$ cat src/rtl/vga_board_decoder.sv
// Recovers a Connect-Four board and cursor from a 640x480@60 VGA pixel stream.
// The timing geometry is parameterised; the defaults are the real 800x525 raster.
module vga_board_decoder #(
    parameter int H_TOTAL      = 800,
    parameter int H_SYNC_START = 656,
    parameter int V_TOTAL      = 525,
    parameter int V_SYNC_START = 490,
    parameter int V_COMMIT     = 480,
    parameter int GRID_X0      = 208,
    parameter int GRID_Y0      = 128,
    parameter int CELL_LOG2    = 5,
    parameter int CURSOR_Y     = 80
) (
    input  logic        clk_25MHz,
    input  logic        rst,
    input  logic        vga_hsync,
    input  logic        vga_vsync,
    input  logic [1:0]  vga_r,
    input  logic [1:0]  vga_g,
    input  logic [1:0]  vga_b,
    output logic [63:0] board_p1,
    output logic [63:0] board_p2,
    output logic [2:0]  cursor_col,
    output logic [1:0]  cursor_player,
    output logic        cursor_valid,
    output logic        frame_valid,
    output logic        locked,
    output logic        sync_error,
    output logic        color_error
);

    localparam logic [1:0] UNLOCKED = 2'd0;
    localparam logic [1:0] HSEEN    = 2'd1;
    localparam logic [1:0] LOCKED   = 2'd2;

    localparam logic [9:0] X_LAST    = 10'(H_TOTAL - 1);
    localparam logic [9:0] Y_LAST    = 10'(V_TOTAL - 1);
    localparam logic [9:0] X_HSYNC   = 10'(H_SYNC_START);
    localparam logic [9:0] Y_VSYNC   = 10'(V_SYNC_START);
    localparam logic [9:0] Y_COMMIT  = 10'(V_COMMIT);
    localparam logic [9:0] X_GRID0   = 10'(GRID_X0);
    localparam logic [9:0] Y_GRID0   = 10'(GRID_Y0);
    localparam logic [9:0] Y_CURSOR  = 10'(CURSOR_Y);
    localparam logic [9:0] GRID_SPAN = 10'(8 << CELL_LOG2);

    logic [1:0]  state, state_next;
    logic [9:0]  x, y, x_load, y_load, x_next, y_next;
    logic        hs_s1, vs_s1, hs_prev, vs_prev;
    logic [1:0]  r_s1, g_s1, b_s1;
    logic        hs_fall, vs_fall, sync_err_next, is_locked;
    logic [9:0]  x_off, y_off;
    logic        on_col, on_row, cell_hit, cursor_hit;
    logic [2:0]  col_idx, row_sel;
    logic [5:0]  cell_idx;
    logic        is_yellow, is_red, is_bg, pixel_bad;
    logic        full_frame, frame_start, commit;
    logic [63:0] shadow_p1, shadow_p2;
    logic [7:0]  cur_mask, cur_p2;
    logic [3:0]  cur_count;
    logic [2:0]  cur_sel;
    logic        cur_one, cur_multi;

    always_ff @(posedge clk_25MHz) begin
        if (rst) begin
            hs_s1   <= 1'b0;
            vs_s1   <= 1'b0;
            r_s1    <= 2'b00;
            g_s1    <= 2'b00;
            b_s1    <= 2'b00;
            hs_prev <= 1'b0;
            vs_prev <= 1'b0;
        end else begin
            hs_s1   <= vga_hsync;
            vs_s1   <= vga_vsync;
            r_s1    <= vga_r;
            g_s1    <= vga_g;
            b_s1    <= vga_b;
            hs_prev <= hs_s1;
            vs_prev <= vs_s1;
        end
    end

    assign hs_fall   = hs_prev & ~hs_s1;
    assign vs_fall   = vs_prev & ~vs_s1;
    assign is_locked = (state == LOCKED);
    assign locked    = is_locked;

    // Sync falls re-anchor the counters for the current sample before it advances.
    always_comb begin
        state_next    = state;
        x_load        = x;
        y_load        = y;
        sync_err_next = 1'b0;
        case (state)
            UNLOCKED: begin
                if (hs_fall) begin
                    x_load     = X_HSYNC;
                    state_next = HSEEN;
                end
            end
            HSEEN: begin
                if (hs_fall)
                    x_load = X_HSYNC;
                if (vs_fall) begin
                    x_load     = 10'd0;
                    y_load     = Y_VSYNC;
                    state_next = LOCKED;
                end
            end
            LOCKED: begin
                if ((hs_fall && x != X_HSYNC) ||
                    (vs_fall && (x != 10'd0 || y != Y_VSYNC))) begin
                    sync_err_next = 1'b1;
                    state_next    = UNLOCKED;
                end
            end
            default: state_next = UNLOCKED;
        endcase
        x_next = (x_load == X_LAST) ? 10'd0 : x_load + 10'd1;
        y_next = y_load;
        if (x_load == X_LAST)
            y_next = (y_load == Y_LAST) ? 10'd0 : y_load + 10'd1;
    end

    always_ff @(posedge clk_25MHz) begin
        if (rst) begin
            state <= UNLOCKED;
            x     <= 10'd0;
            y     <= 10'd0;
        end else begin
            state <= state_next;
            x     <= x_next;
            y     <= y_next;
        end
    end

    // Out-of-range offsets wrap to large values, so one compare covers both ends.
    assign x_off      = x - X_GRID0;
    assign y_off      = y - Y_GRID0;
    assign on_col     = (x_off < GRID_SPAN) && (x_off[CELL_LOG2-1:0] == '0);
    assign on_row     = (y_off < GRID_SPAN) && (y_off[CELL_LOG2-1:0] == '0);
    assign col_idx    = x_off[CELL_LOG2 +: 3];
    assign row_sel    = y_off[CELL_LOG2 +: 3];
    assign cell_idx   = {~row_sel, col_idx};
    assign cell_hit   = is_locked && on_col && on_row;
    assign cursor_hit = is_locked && on_col && (y == Y_CURSOR);

    assign is_yellow = ({r_s1, g_s1, b_s1} == 6'b11_11_00);
    assign is_red    = ({r_s1, g_s1, b_s1} == 6'b11_00_00);
    assign is_bg     = ({r_s1, g_s1, b_s1} == 6'b01_11_01);
    assign pixel_bad = ~(is_yellow | is_red | is_bg);

    assign frame_start = is_locked && (x == 10'd0) && (y == 10'd0);
    assign commit      = is_locked && full_frame && (x == 10'd0) && (y == Y_COMMIT);

    always_ff @(posedge clk_25MHz) begin
        if (rst || frame_start) begin
            shadow_p1 <= '0;
            shadow_p2 <= '0;
            cur_mask  <= '0;
            cur_p2    <= '0;
        end else begin
            if (cell_hit) begin
                shadow_p1[cell_idx] <= is_yellow;
                shadow_p2[cell_idx] <= is_red;
            end
            if (cursor_hit) begin
                cur_mask[col_idx] <= is_yellow | is_red;
                cur_p2[col_idx]   <= is_red;
            end
        end
    end

    always_ff @(posedge clk_25MHz) begin
        if (rst)
            full_frame <= 1'b0;
        else if (state_next != LOCKED)
            full_frame <= 1'b0;
        else if (frame_start)
            full_frame <= 1'b1;
        else if (commit)
            full_frame <= 1'b0;
    end

    always_comb begin
        cur_count = 4'd0;
        cur_sel   = 3'd0;
        for (int i = 0; i < 8; i++) begin
            if (cur_mask[i]) begin
                cur_count = cur_count + 4'd1;
                cur_sel   = 3'(i);
            end
        end
        cur_one   = (cur_count == 4'd1);
        cur_multi = (cur_count > 4'd1);
    end

    always_ff @(posedge clk_25MHz) begin
        if (rst) begin
            board_p1      <= '0;
            board_p2      <= '0;
            cursor_col    <= 3'd0;
            cursor_player <= 2'b00;
            cursor_valid  <= 1'b0;
            frame_valid   <= 1'b0;
            sync_error    <= 1'b0;
            color_error   <= 1'b0;
        end else begin
            frame_valid <= commit;
            sync_error  <= sync_err_next;
            color_error <= ((cell_hit || cursor_hit) && pixel_bad) || (commit && cur_multi);
            if (commit) begin
                board_p1      <= shadow_p1;
                board_p2      <= shadow_p2;
                cursor_valid  <= cur_one;
                cursor_col    <= cur_one ? cur_sel : 3'd0;
                cursor_player <= cur_one ? (cur_p2[cur_sel] ? 2'b10 : 2'b01) : 2'b00;
            end
        end
    end

endmodule

$ cat config.mk
export PLATFORM = sky130hd
export DESIGN_NAME = vga_board_decoder
export DESIGN_NICKNAME = d
export VERILOG_FILES = /design/src/rtl/vga_board_decoder.sv
export SDC_FILE = /design/constraint.sdc
export NUM_CORES = 1
export LEC_CHECK = 0
export ABC_CLOCK_PERIOD_IN_PS = 6100
export CAP_MARGIN = 20
export CORE_UTILIZATION = 56
export DETAILED_ROUTE_END_ITERATION = 7
export GPL_ROUTABILITY_DRIVEN = 0
export PLACE_DENSITY = 0.87
export SETUP_SLACK_MARGIN = 0.2
export SYNTH_ARGS = -nofsm -noshare
export SYNTH_HDL_FRONTEND = slang
export SYNTH_SLANG_ARGS = --single-unit
$ cat constraint.sdc
create_clock -name clk_25MHz -period 6.1 [get_ports clk_25MHz]
set_input_delay 1.22 -clock clk_25MHz [delete_from_list [all_inputs] [get_ports clk_25MHz]]
set_output_delay 1.22 -clock clk_25MHz [all_outputs]
set_load 0.02 [all_outputs]
### Cell outlines without signal wires

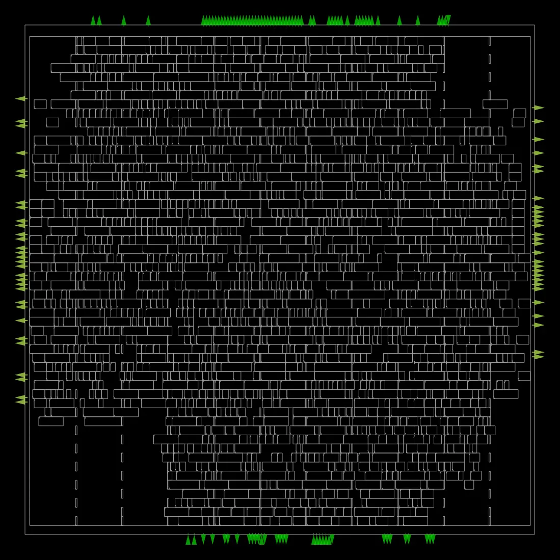
final core occ: 0.694
n_taps: 280
seq_cells: 314
Core Area: 22,100 um2

### Met2 routing

Cells faint in the background.
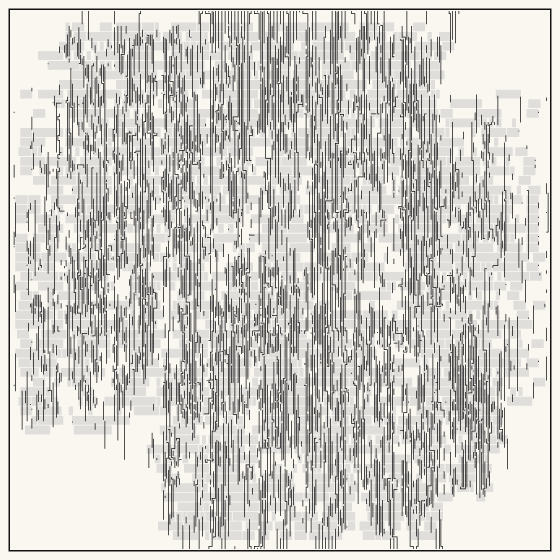
The layer carries 15,600 um of wire. The wires run mostly vertical. The layer holds 49% of the routed length. The longest straight run is 66.1 um.
M2 GR Usage: 0.469
DR vias: 11,300

==> job_summary.md <==
### Flow metrics

| Metric | Value |
|---|---|
| Startpoint types | register |
| Finished Layout Cells | 1,970 |
| First DRT Iteration DRCs | 959 |
| Via density | approximately 5.7 |
| Storage element area | ~6300 um2 |
| Die area | about 23,000 um2 |
| Most frequent logic cell in the layout | nand2_1 |
| Comb/total area | 0.393 |
| DP Area | between 10,000 and 15,000 um2 |
| Area leader, netlist | dfxtp_1 |
| Most numerous logic cells after layout | nand2_1, dfxtp_1, a21oi_1 |
| FP Util | 0.578 |
| Outcome | finished clean |
| Critical path fanouts, max | 8 |
| Layout clock area frac | 0.0699 |
| Vias in the first global route | between 10,000 and 15,000 |
| Logic power comb | just under 0.00009 W |
| Tot GR Track Use | 0.267 |
| Clock sink count | 314 |
| Synth cell count leaders | nand2_1, dfxtp_1, a21oi_1 |
| Inverters | 20 |
| Sum of negative setup slack | 0 ps |
| Nets@finish | approximately 1,700 |
| Worst hold margin | around 450 ps |
| # placed instances | roughly 1,900 |
| Cell total in the yosys stat output | roughly 1,600 |
| Post-synth ARST share | 0 |
| Aoi share | 0.142 |
| Logic area | ~6000 um2 |
| Sequential-to-total area share from yosys stat | 0.492 |
| Setup crit end | cursor_player[0] |
| Ys Warns | 0 |
| Met1 usage | 0.330 |
| Max Slew Vio Count | 0 |
| Final ANT Viol Nets | 0 |
| Met3 usage | 0.0306 |
| Worst Path Arrival | 5470 ps |
| Synthesized area per cell | between 8 and 9 um2 |
| Flops after synth | ~310 |
| Met1 WL | roughly 13,000 um |
| Cell variety after synth | 60 |
| Synth-to-layout area growth | 20.0% |
| Pwr per Cell Area | between 200 and 300 nW/um2 |
| Clock power frac | 0.478 |
| Metal2 WL | 15,600 um |
| Final setup viols | 0 |
| Register-to-register setup slack | 1100 ps |
| Number of buffers created by CTS | 31 |
| CTS H-Tree Depth | 1 |
| Drt drc | 0 |
| Die width | roughly 150 um |
| Critical path class | register to register |
| Drt pass-1 iters | 5 |
| Clock net power | around 0.002 W |
| Reg-to-Reg Start | cur_mask[0] |
| Top power group | sequential cells |
| Count leader, synth | nand2_1 |
| Post-Synth Adder-Cell Area | 0.0147 |
| Gr ovfl total | 0 |
| Crit path DRT | 6570 ps |
| OpenROAD warning count | 32 |
| Cts hold-fix bufs | 0 |
| Final non-filler cell area | 15,300 um2 |
| Fin crit period | 5000 ps |
| CP top delay family | simple AND/OR/NAND/NOR gates |
| Buffers, non-clock | around 160 |
| Clk_buf instances | about 43 |
| Hold endpoint | board_p1[32] |
| Insertion delay at the late pin of the worst-skew pair | about 570 ps |
| Worst setup path startpoint | cur_mask[0] |
| Largest net degree at the start of global routing | 98 |
| P_seq | between 0.002 and 0.0025 W |
| Total of max-cap violations | 0 |
| Netlist Area Pre-Place | approximately 13,000 um2 |
| Net Sw Frac | 0.211 |
| Worst R2R Path Depth | 19 |
| Filler cells | 1,687 |
| Sequential share of power | 0.500 |
| Layer with the highest usage | met2 |
| Ant. Diodes | 0 |
| Final worst slack | 1100 ps |
| Clk slew on worst S/H paths | approximately 60 ps |
| Syn nets | ~1,600 |
| Place WS | approximately 1200 ps |
| Slowest CP cell | or4_1 |
| Top cell category | registers |
| Crit end category | register |
| Max-slew headroom | 0.243 |
| Worst-margin pin slew | around 1100 ps |
| WP depth | 19 |
| Worst vdd ir | 0.000288 V |
| Mean routed wirelength per cell | approximately 16 um |
| Highest metal used | met4 |
| Final hold violation count | 0 |
| Post-DP HPWL | a little over 20,000 um |
| Internal power | around 0.0033 W |
| Hold Crit Start | shadow_p1[32] |
| Postcts setup bufs | 0 |
| Slowest stage delay, CP | ~560 ps |
| RSZ-0062 raised after global routing | false |
| Net switching power | 0.000872 W |
| Area share, top type | 0.492 |
| Non-clock buffer share | 0.0997 |
| Simple-Gate Fraction of Synth Area | 0.225 |
| Crit-path cells | inv_1 -> ha_1 -> xnor2_1 -> inv_1 -> ha_1 -> nand3b_1 -> mux2_2 -> o221ai_2 -> inv_1 -> ha_1 -> nand2_1 -> xor2_1 -> xnor2_1 -> nor2_1 -> and4b_1 -> or4_1 -> o31a_1 -> a211o_1 -> o31ai_1 |
| HP Class | register to register |
| Routed wire length on met3 | roughly 1600 um |
| CP bufs+invs | 3 |
| Top cells by area | dfxtp_1, nand2_1, a21oi_1, mux2i_1, nor2_1 |
| Final wirelength | between 30,000 and 40,000 um |
| Initial antenna violation count | 0 |
| Combinational group share of total power | 0.022 |
| Max Clk Rate | 200 MHz |
| Share of cells above drive strength 1 | 0.0462 |
| CTS tree | yes |
| Fin crit share | 0.819 |
| EDFF count, synth | 0 |
| XOR/XNOR Area Share | 0.0292 |
| Yosys stat chip area | 12,800 um2 |
| Static Leak | 5.67 nW |
| Post-CTS sizing | 0 |
### I/O nets highlighted

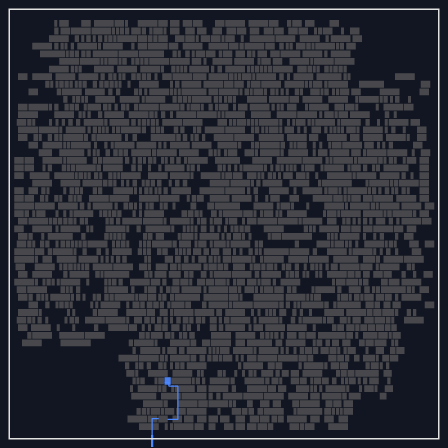
Key: blue = `vga_vsync` [bits 1, direction input, end cells 1, buffers 1, wire 30.5 um]
PortBufs: 147
I/O pins: 148

### Placed cells, one color a class

Fill, decap, tap and diode cells in gray.
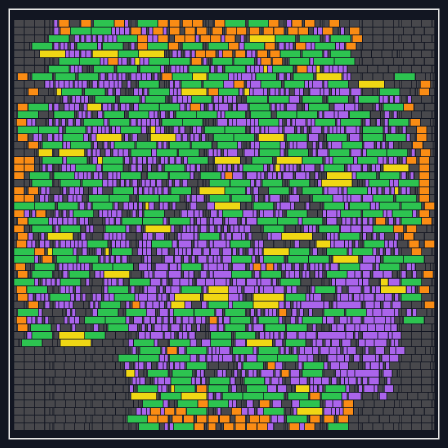
Key: orange = other buffers and delay cells [cells 155, share of their area 10%]; yellow = clock drivers and dummy loads [cells 57, share of their area 7.2%]; purple = all other logic [cells 1,164, share of their area 41%]; green = flip-flops [cells 314, share of their area 42%]
row cnt: 54
Seq/total area: 0.410

Power and IR drop assume default switching activity.
